`config.mk`:
```
export PLATFORM = sky130hd
export DESIGN_NAME = matrix_seq_ctrl_flat
export DESIGN_NICKNAME = d
export VERILOG_FILES = /design/src/rtl/matrix_seq_ctrl_if.sv /design/src/rtl/matrix_seq_ctrl.sv /design/src/flat_wrapper.sv
export SDC_FILE = /design/constraint.sdc
export NUM_CORES = 1
export LEC_CHECK = 0
export ABC_AREA = 1
export CAP_MARGIN = 20
export CORE_MARGIN = 1
export CORE_UTILIZATION = 30
export DETAILED_ROUTE_END_ITERATION = 10
export SETUP_SLACK_MARGIN = 0.2
export SLEW_MARGIN = 20
export SYNTH_ARGS = -nofsm -noshare
export SYNTH_HDL_FRONTEND = slang
export SYNTH_SLANG_ARGS = --single-unit
```
`constraint.sdc`:
```
create_clock -name clk -period 14.6 [get_ports clk]
set_clock_uncertainty 0.05 [all_clocks]
set_input_delay 2.92 -clock clk [delete_from_list [all_inputs] [get_ports clk]]
set_output_delay 2.92 -clock clk [all_outputs]
set_load 0.05 [all_outputs]
```
`src/rtl/matrix_seq_ctrl_if.sv`:
```
// Host-side bundle for matrix_seq_ctrl: request, operands and results.
interface matrix_seq_ctrl_if #(
    parameter int WIDTH = 8
);
    logic               START;
    logic               OP;
    logic [WIDTH-1:0]   A11, A12, A21, A22;
    logic [WIDTH-1:0]   B11, B12, B21, B22;
    logic               BUSY;
    logic               DONE;
    logic               OVF;
    logic [2*WIDTH-1:0] C11, C12, C21, C22;

    // Host drives the request and operands, observes status and results.
    modport master (
        output START, OP,
        output A11, A12, A21, A22,
        output B11, B12, B21, B22,
        input  BUSY, DONE, OVF,
        input  C11, C12, C21, C22
    );

    // Engine receives the request and operands, drives status and results.
    modport slave (
        input  START, OP,
        input  A11, A12, A21, A22,
        input  B11, B12, B21, B22,
        output BUSY, DONE, OVF,
        output C11, C12, C21, C22
    );
endinterface

```
`src/rtl/matrix_seq_ctrl.sv`:
```
// Time-multiplexed 2x2 matrix engine: one shared multiplier and one accumulator
// sequenced over 4 (element-wise) or 8 (matrix product) cycles.
module matrix_seq_ctrl #(
    parameter int WIDTH = 8
) (
    input  logic             clk,
    input  logic             rst_n,
    matrix_seq_ctrl_if.slave bus
);
    localparam int PW = 2 * WIDTH;

    typedef enum logic [1:0] {IDLE, MUL, FIN} state_t;

    state_t           r_state;
    state_t           w_next;

    logic             r_op;
    logic [WIDTH-1:0] r_a11, r_a12, r_a21, r_a22;
    logic [WIDTH-1:0] r_b11, r_b12, r_b21, r_b22;
    logic [2:0]       r_cnt;
    logic [PW-1:0]    r_acc;
    logic             r_ovf;
    logic [PW-1:0]    r_c11, r_c12, r_c21, r_c22;

    logic             w_accept;
    logic             w_last;
    logic [WIDTH-1:0] w_a, w_b;
    logic [PW-1:0]    w_prod;
    logic [PW:0]      w_sum;
    logic [PW-1:0]    w_result;
    logic             w_write;
    logic [1:0]       w_idx;

    assign w_accept = bus.START && ((r_state == IDLE) || (r_state == FIN));
    assign w_last   = r_op ? (r_cnt == 3'd7) : (r_cnt == 3'd3);

    // State register.
    always_ff @(posedge clk or negedge rst_n) begin
        if (!rst_n) r_state <= IDLE;
        else        r_state <= w_next;
    end

    // Next-state logic: FIN can chain straight into a new op.
    always_comb begin
        w_next = r_state;
        case (r_state)
            IDLE:    w_next = w_accept ? MUL : IDLE;
            MUL:     w_next = w_last ? FIN : MUL;
            FIN:     w_next = w_accept ? MUL : IDLE;
            default: w_next = IDLE;
        endcase
    end

    // Status outputs decoded from state.
    always_comb begin
        bus.BUSY = (r_state == MUL);
        bus.DONE = (r_state == FIN);
    end

    // Operand selection for the current step.
    always_comb begin
        w_a = '0;
        w_b = '0;
        if (!r_op) begin
            case (r_cnt[1:0])
                2'd0:    begin w_a = r_a11; w_b = r_b11; end
                2'd1:    begin w_a = r_a12; w_b = r_b12; end
                2'd2:    begin w_a = r_a21; w_b = r_b21; end
                default: begin w_a = r_a22; w_b = r_b22; end
            endcase
        end else begin
            case (r_cnt)
                3'd0:    begin w_a = r_a11; w_b = r_b11; end
                3'd1:    begin w_a = r_a12; w_b = r_b21; end
                3'd2:    begin w_a = r_a11; w_b = r_b12; end
                3'd3:    begin w_a = r_a12; w_b = r_b22; end
                3'd4:    begin w_a = r_a21; w_b = r_b11; end
                3'd5:    begin w_a = r_a22; w_b = r_b21; end
                3'd6:    begin w_a = r_a21; w_b = r_b12; end
                default: begin w_a = r_a22; w_b = r_b22; end
            endcase
        end
    end

    assign w_prod   = {{WIDTH{1'b0}}, w_a} * {{WIDTH{1'b0}}, w_b};
    assign w_sum    = {1'b0, r_acc} + {1'b0, w_prod};
    assign w_result = r_op ? w_sum[PW-1:0] : w_prod;
    // Element-wise writes every step; matrix product writes on the odd (sum) steps.
    assign w_write  = (r_state == MUL) && (!r_op || r_cnt[0]);
    assign w_idx    = r_op ? r_cnt[2:1] : r_cnt[1:0];

    // Operand latch, step counter, accumulator and overflow flag.
    always_ff @(posedge clk or negedge rst_n) begin
        if (!rst_n) begin
            r_op  <= 1'b0;
            r_a11 <= '0; r_a12 <= '0; r_a21 <= '0; r_a22 <= '0;
            r_b11 <= '0; r_b12 <= '0; r_b21 <= '0; r_b22 <= '0;
            r_cnt <= '0;
            r_acc <= '0;
            r_ovf <= 1'b0;
        end else if (w_accept) begin
            r_op  <= bus.OP;
            r_a11 <= bus.A11; r_a12 <= bus.A12; r_a21 <= bus.A21; r_a22 <= bus.A22;
            r_b11 <= bus.B11; r_b12 <= bus.B12; r_b21 <= bus.B21; r_b22 <= bus.B22;
            r_cnt <= '0;
            r_acc <= '0;
            r_ovf <= 1'b0;
        end else if (r_state == MUL) begin
            r_cnt <= r_cnt + 3'd1;
            if (r_op) begin
                if (!r_cnt[0]) begin
                    r_acc <= w_prod;
                end else begin
                    r_acc <= w_sum[PW-1:0];
                    r_ovf <= r_ovf | w_sum[PW];
                end
            end
        end
    end

    // Result registers: only the register addressed by a writing step changes.
    always_ff @(posedge clk or negedge rst_n) begin
        if (!rst_n) begin
            r_c11 <= '0; r_c12 <= '0; r_c21 <= '0; r_c22 <= '0;
        end else if (w_write) begin
            case (w_idx)
                2'd0:    r_c11 <= w_result;
                2'd1:    r_c12 <= w_result;
                2'd2:    r_c21 <= w_result;
                default: r_c22 <= w_result;
            endcase
        end
    end

    assign bus.OVF = r_ovf;
    assign bus.C11 = r_c11;
    assign bus.C12 = r_c12;
    assign bus.C21 = r_c21;
    assign bus.C22 = r_c22;
endmodule

```
`src/flat_wrapper.sv`:
```
// flat-port wrapper written by rule: the top's interface ports become plain ports
module matrix_seq_ctrl_flat 
#(
    parameter int WIDTH = 8
)
  (clk, rst_n, bus_START, bus_OP, bus_A11, bus_A12, bus_A21, bus_A22, bus_B11, bus_B12, bus_B21, bus_B22, bus_BUSY, bus_DONE, bus_OVF, bus_C11, bus_C12, bus_C21, bus_C22);
  matrix_seq_ctrl_if #(.WIDTH(WIDTH)) bus_i ();
  input  logic clk;
  input  logic rst_n;
  input wire logic [$bits(bus_i.START)-1:0] bus_START;
  input wire logic [$bits(bus_i.OP)-1:0] bus_OP;
  input wire logic [$bits(bus_i.A11)-1:0] bus_A11;
  input wire logic [$bits(bus_i.A12)-1:0] bus_A12;
  input wire logic [$bits(bus_i.A21)-1:0] bus_A21;
  input wire logic [$bits(bus_i.A22)-1:0] bus_A22;
  input wire logic [$bits(bus_i.B11)-1:0] bus_B11;
  input wire logic [$bits(bus_i.B12)-1:0] bus_B12;
  input wire logic [$bits(bus_i.B21)-1:0] bus_B21;
  input wire logic [$bits(bus_i.B22)-1:0] bus_B22;
  output wire logic [$bits(bus_i.BUSY)-1:0] bus_BUSY;
  output wire logic [$bits(bus_i.DONE)-1:0] bus_DONE;
  output wire logic [$bits(bus_i.OVF)-1:0] bus_OVF;
  output wire logic [$bits(bus_i.C11)-1:0] bus_C11;
  output wire logic [$bits(bus_i.C12)-1:0] bus_C12;
  output wire logic [$bits(bus_i.C21)-1:0] bus_C21;
  output wire logic [$bits(bus_i.C22)-1:0] bus_C22;
  assign bus_i.START = bus_START;
  assign bus_i.OP = bus_OP;
  assign bus_i.A11 = bus_A11;
  assign bus_i.A12 = bus_A12;
  assign bus_i.A21 = bus_A21;
  assign bus_i.A22 = bus_A22;
  assign bus_i.B11 = bus_B11;
  assign bus_i.B12 = bus_B12;
  assign bus_i.B21 = bus_B21;
  assign bus_i.B22 = bus_B22;
  assign bus_BUSY = bus_i.BUSY;
  assign bus_DONE = bus_i.DONE;
  assign bus_OVF = bus_i.OVF;
  assign bus_C11 = bus_i.C11;
  assign bus_C12 = bus_i.C12;
  assign bus_C21 = bus_i.C21;
  assign bus_C22 = bus_i.C22;
  matrix_seq_ctrl #(.WIDTH(WIDTH)) u_core (.clk(clk), .rst_n(rst_n), .bus(bus_i));
endmodule
```
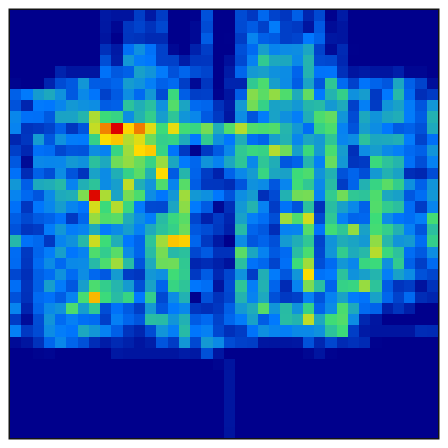
run_1/metal_density.png
The die is cut into 38 by 38 equal tiles; dark blue is low, red is high, scaled to the fullest tile. Values are wire area over tile area, all layers added.
29% of the tiles are nearly empty. The emptiest ninth of the die: south-east. The fullest tile reaches 0.65. 7.3% of the tiles are over half the peak.

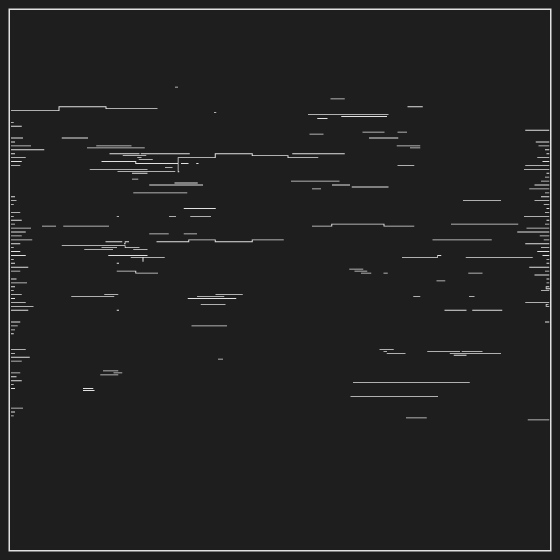
run_1/layer_met3.png
170 nets have wire on it. The longest straight run is 40.3 um. The wires run mostly horizontal.

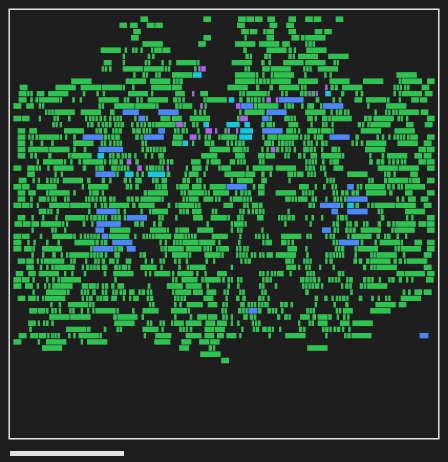
run_1/sizes.png
The bar under the picture is 50 um long.
Key: _2 cells = purple [cells 21]; _0 and _1 cells = green [cells 1,493]; _6 and larger = blue [cells 33]; _3 and _4 cells = cyan [cells 13]

==> qor.csv, run 1 <==
stage;metric;value;unit
synthesis;ys_area;0.0103;mm^2
synthesis;ys.flop_type;dfrtp_1;
clock_network;ctsRootBufferMaster;clkbuf_16;
synthesis;synth_warnings;0;
placement;dpl_cell_area;0.0121;mm^2
clock_network;clk_latency;0.44;ns
die;die_height;188;um
setup_path;crit_slowest_cell;ha_1;
routing;drc;0;
die;rows;67;
final_timing;holdWs;0.420;ns
die;ios;135;
synthesis;synth_cells;1427;
synthesis;mux_share;0;%
die;core_area;0.0337;mm^2
final_layout;num_antenna_cells;0;
final_layout;nets;1712;
synthesis;ys_seq_share;36.6;%
clock_network;clkTransAtPathRegs;0.07;ns
final_timing;tightestPinTransition;1.00;ns
routing;final_antenna_net_count;0;
setup_path;slowest_delay;0.85;ns
clock_network;post_cts_buffers;0;
synthesis;enable_flop_cells;0;
clock_network;cts_buffers;17;
final_layout;layout-drive-gt1-share;4.29;%
die;die_area;0.0352;mm^2
synthesis;synthArstFlopShare;100;%
final_layout;nNonClkInverters;177;
synthesis;ys_types;37;
final_layout;ff_count;151;
final_layout;bufAreaShareNonClock;11.1;%
synthesis;ys_sh_adder;14.4;%
status;status;finished clean;
die;fp-utilization;30.7;%
final_layout;seqCellArea;0.00378;mm^2
-- run 1: worst register-to-register path, delay by kind of cell, from the launching register on --
| family | cells | cell delay [ns] |
|---|---|---|
| simple gates | 19 | 2.44 |
| flops | 1 | 0.48 |
| fa+ha+maj | 7 | 3.69 |
| buf+inv | 7 | 0.62 |
| xor+xnor | 1 | 0.32 |
-- run 1: registers in the layout, indices dropped and copies added (netlist names) --
register        flops
u_core.bus.C11     16
u_core.bus.C12     16
u_core.bus.C21     16
u_core.bus.C22     16
u_core.bus.OVF      1
u_core.r_a11        8
u_core.r_a12        8
u_core.r_a21        8
u_core.r_a22        8
u_core.r_acc       16
u_core.r_b11        8
u_core.r_b12        8
u_core.r_b21        8
u_core.r_b22        8
u_core.r_cnt        3
u_core.r_op         1
u_core.r_state      2
==> run 2: changes to the inputs <==
==> constraint.sdc (replaced) <==
create_clock -name clk -period 7.34 [get_ports clk]
set_clock_uncertainty 0.05 [all_clocks]
set_input_delay 1.468 -clock clk [delete_from_list [all_inputs] [get_ports clk]]
set_output_delay 1.468 -clock clk [all_outputs]
set_load 0.05 [all_outputs]
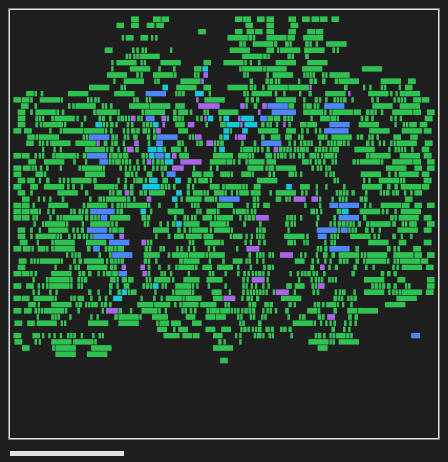
run_2/sizes.png
The bar under the picture is 50 um long.
Key: _2 cells = purple [cells 49]; _3 and _4 cells = cyan [cells 31]; _6 and larger = blue [cells 33]; _0 and _1 cells = green [cells 1,463]

==> run 2 against run 1 <==
Compared with the run above:
- design area increased by 1.8%
- setup slack got worse by 6.3 ns
- die size unchanged
- synthesized area unchanged
- fmax is 15% higher
- critical path type unchanged
- critical endpoint unchanged
==> qor.csv, run 2 <==
stage;metric;value;unit
synthesis;mux_share;0;%
clock_network;clkTransAtPathRegs;0.07;ns
status;status;finished clean;
final_timing;finalClockPeriodUsage;91.6;%
clock_network;cts_buffers;17;
die;core_area;0.0337;mm^2
synthesis;synth_warnings;0;
setup_path;slowest_delay;0.55;ns
final_layout;largest_class;multi-input combinational cells;
setup_path;crit_slowest_cell;fa_1;
clock_network;post_cts_buffers;0;
clock_network;clk_latency;0.44;ns
setup_path;cp-start-kind;register;
final_layout;nets;1728;
synthesis;ys_area;0.0103;mm^2
die;die_area;0.0352;mm^2
final_timing;tightestPinTransition;0.955;ns
synthesis;synthArstFlopShare;100;%
die;die_height;188;um
final_layout;post-route-cell-area;0.0130;mm^2
synthesis;enable_flop_cells;0;
die;ios;135;
global_routing;grt_pass1_vias;9330;
final_layout;seqCellArea;0.00378;mm^2
setup_path;cp.arrival;7.00;ns
synthesis;yosys_cells;1427;
final_layout;nNonClkInverters;177;
final_layout;ff_count;151;
synthesis;simple_gate_area_share;32.7;%
synthesis;ys.flop_type;dfrtp_1;
placement;dpl_cell_area;0.0122;mm^2
routing;top_layer;met4;
routing;routed_wl;30000;um
final_layout;layout-drive-gt1-share;7.17;%
global_routing;grtUsageMet1;22.7;%
routing;drc;0;
die;fp-utilization;30.7;%
final_timing;holdWs;0.423;ns
synthesis;ys_seq_share;36.6;%
synthesis;avgSynthCellArea;7.24;um^2
synthesis;ys_types;37;
final_layout;num_antenna_cells;0;
final_layout;bufAreaShareNonClock;11.8;%
synthesis;ys_sh_adder;14.4;%
## run 2: worst paths after layout
check	start	endpoint	slack (ns)	cells past startpoint
setup / recovery	u_core.r_cnt[0]	u_core.bus.C12[14]	0.61	34
hold / removal	u_core.bus.C21[1]	u_core.bus.C21[1]	0.42	2
setup reg to reg	u_core.r_cnt[0]	u_core.bus.C12[14]	0.61	34
hold reg to reg	u_core.bus.C21[1]	u_core.bus.C21[1]	0.42	2
max in group asynchronous	rst_n	u_core.r_cnt[0]	4.68	2
min in group asynchronous	rst_n	u_core.bus.C22[11]	1.01	1
==> run 3: changes to the inputs <==
--- a/config.mk
+++ b/config.mk
@@ -9,6 +9,7 @@
 export CAP_MARGIN = 20
 export CORE_MARGIN = 1
 export CORE_UTILIZATION = 30
+export CTS_CLUSTER_DIAMETER = 40
 export DETAILED_ROUTE_END_ITERATION = 10
 export SETUP_SLACK_MARGIN = 0.2
 export SLEW_MARGIN = 20
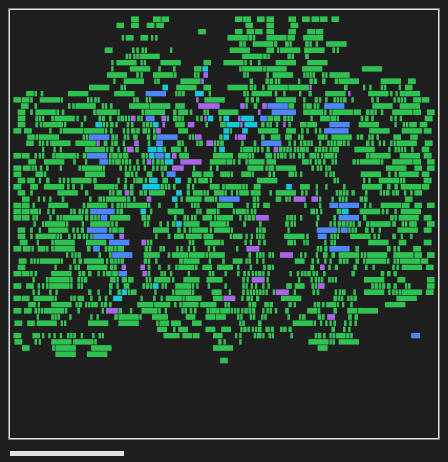
run_3/sizes.png
The bar under the picture is 50 um long.
Key: _0 and _1 cells = green [cells 1,463]; _2 cells = purple [cells 49]; _6 and larger = blue [cells 33]; _3 and _4 cells = cyan [cells 31]

==> run 3 against run 2 <==
Compared with the run above:
- first-iteration DRC count did not move
- core utilization did not move
- flip-flop count did not move
- synthesized area did not move
- routed wire length did not move
- largest cell class unchanged
==> qor.csv, run 3 <==
stage;metric;value;unit
clock_network;clk_latency;0.44;ns
clock_network;ctsRootBufferMaster;clkbuf_16;
synthesis;ys_seq_share;36.6;%
setup_path;slowest_delay;0.55;ns
routing;final_antenna_net_count;0;
synthesis;simple_gate_area_share;32.7;%
die;core_area;0.0337;mm^2
min_path;min_from;u_core.bus.C21[1];
global_routing;grtUsageMet1;22.7;%
synthesis;synthArstFlopShare;100;%
status;status;finished clean;
final_layout;nets;1728;
global_routing;grt_pass1_vias;9330;
final_layout;num_antenna_cells;0;
synthesis;ys.flop_type;dfrtp_1;
synthesis;yosys_cells;1427;
synthesis;avgSynthCellArea;7.24;um^2
synthesis;synth_cells;1427;
setup_path;r2r_slack;0.61;ns
synthesis;ys_area;0.0103;mm^2
-- run 3: cell counts in the layout (fill, tap and decap cells not counted) --
No cell type changed its count.
-- run 3: through the flow --
stage	hold WS (ns)	setup slack, ns	util (%)
after floorplan	0.399	1.13	-
after CTS	0.426	0.200	38.0
final	0.423	0.613	38.5
after detailed placement	0.409	0.141	36.1
after global placement	0.406	0.232	36.1
after global routing	0.455	0.141	38.5
-- run 3: what timing repair did --
| action | in CTS | in global routing |
|---|---|---|
| endpoints found under the setup margin | 5 | 45 |
| pin swaps | 0 | 4 |
| hold endpoints to repair | 0 | 0 |
| gates resized | 2 | 34 |
| buffers inserted | 0 | 5 |
-- run 3: kinds of logic after synthesis --
logic type	Yosys count
compound gates	111
xor+xnor	16
fa+ha+maj	97
buf+inv	217
flops	151
simple gates	835
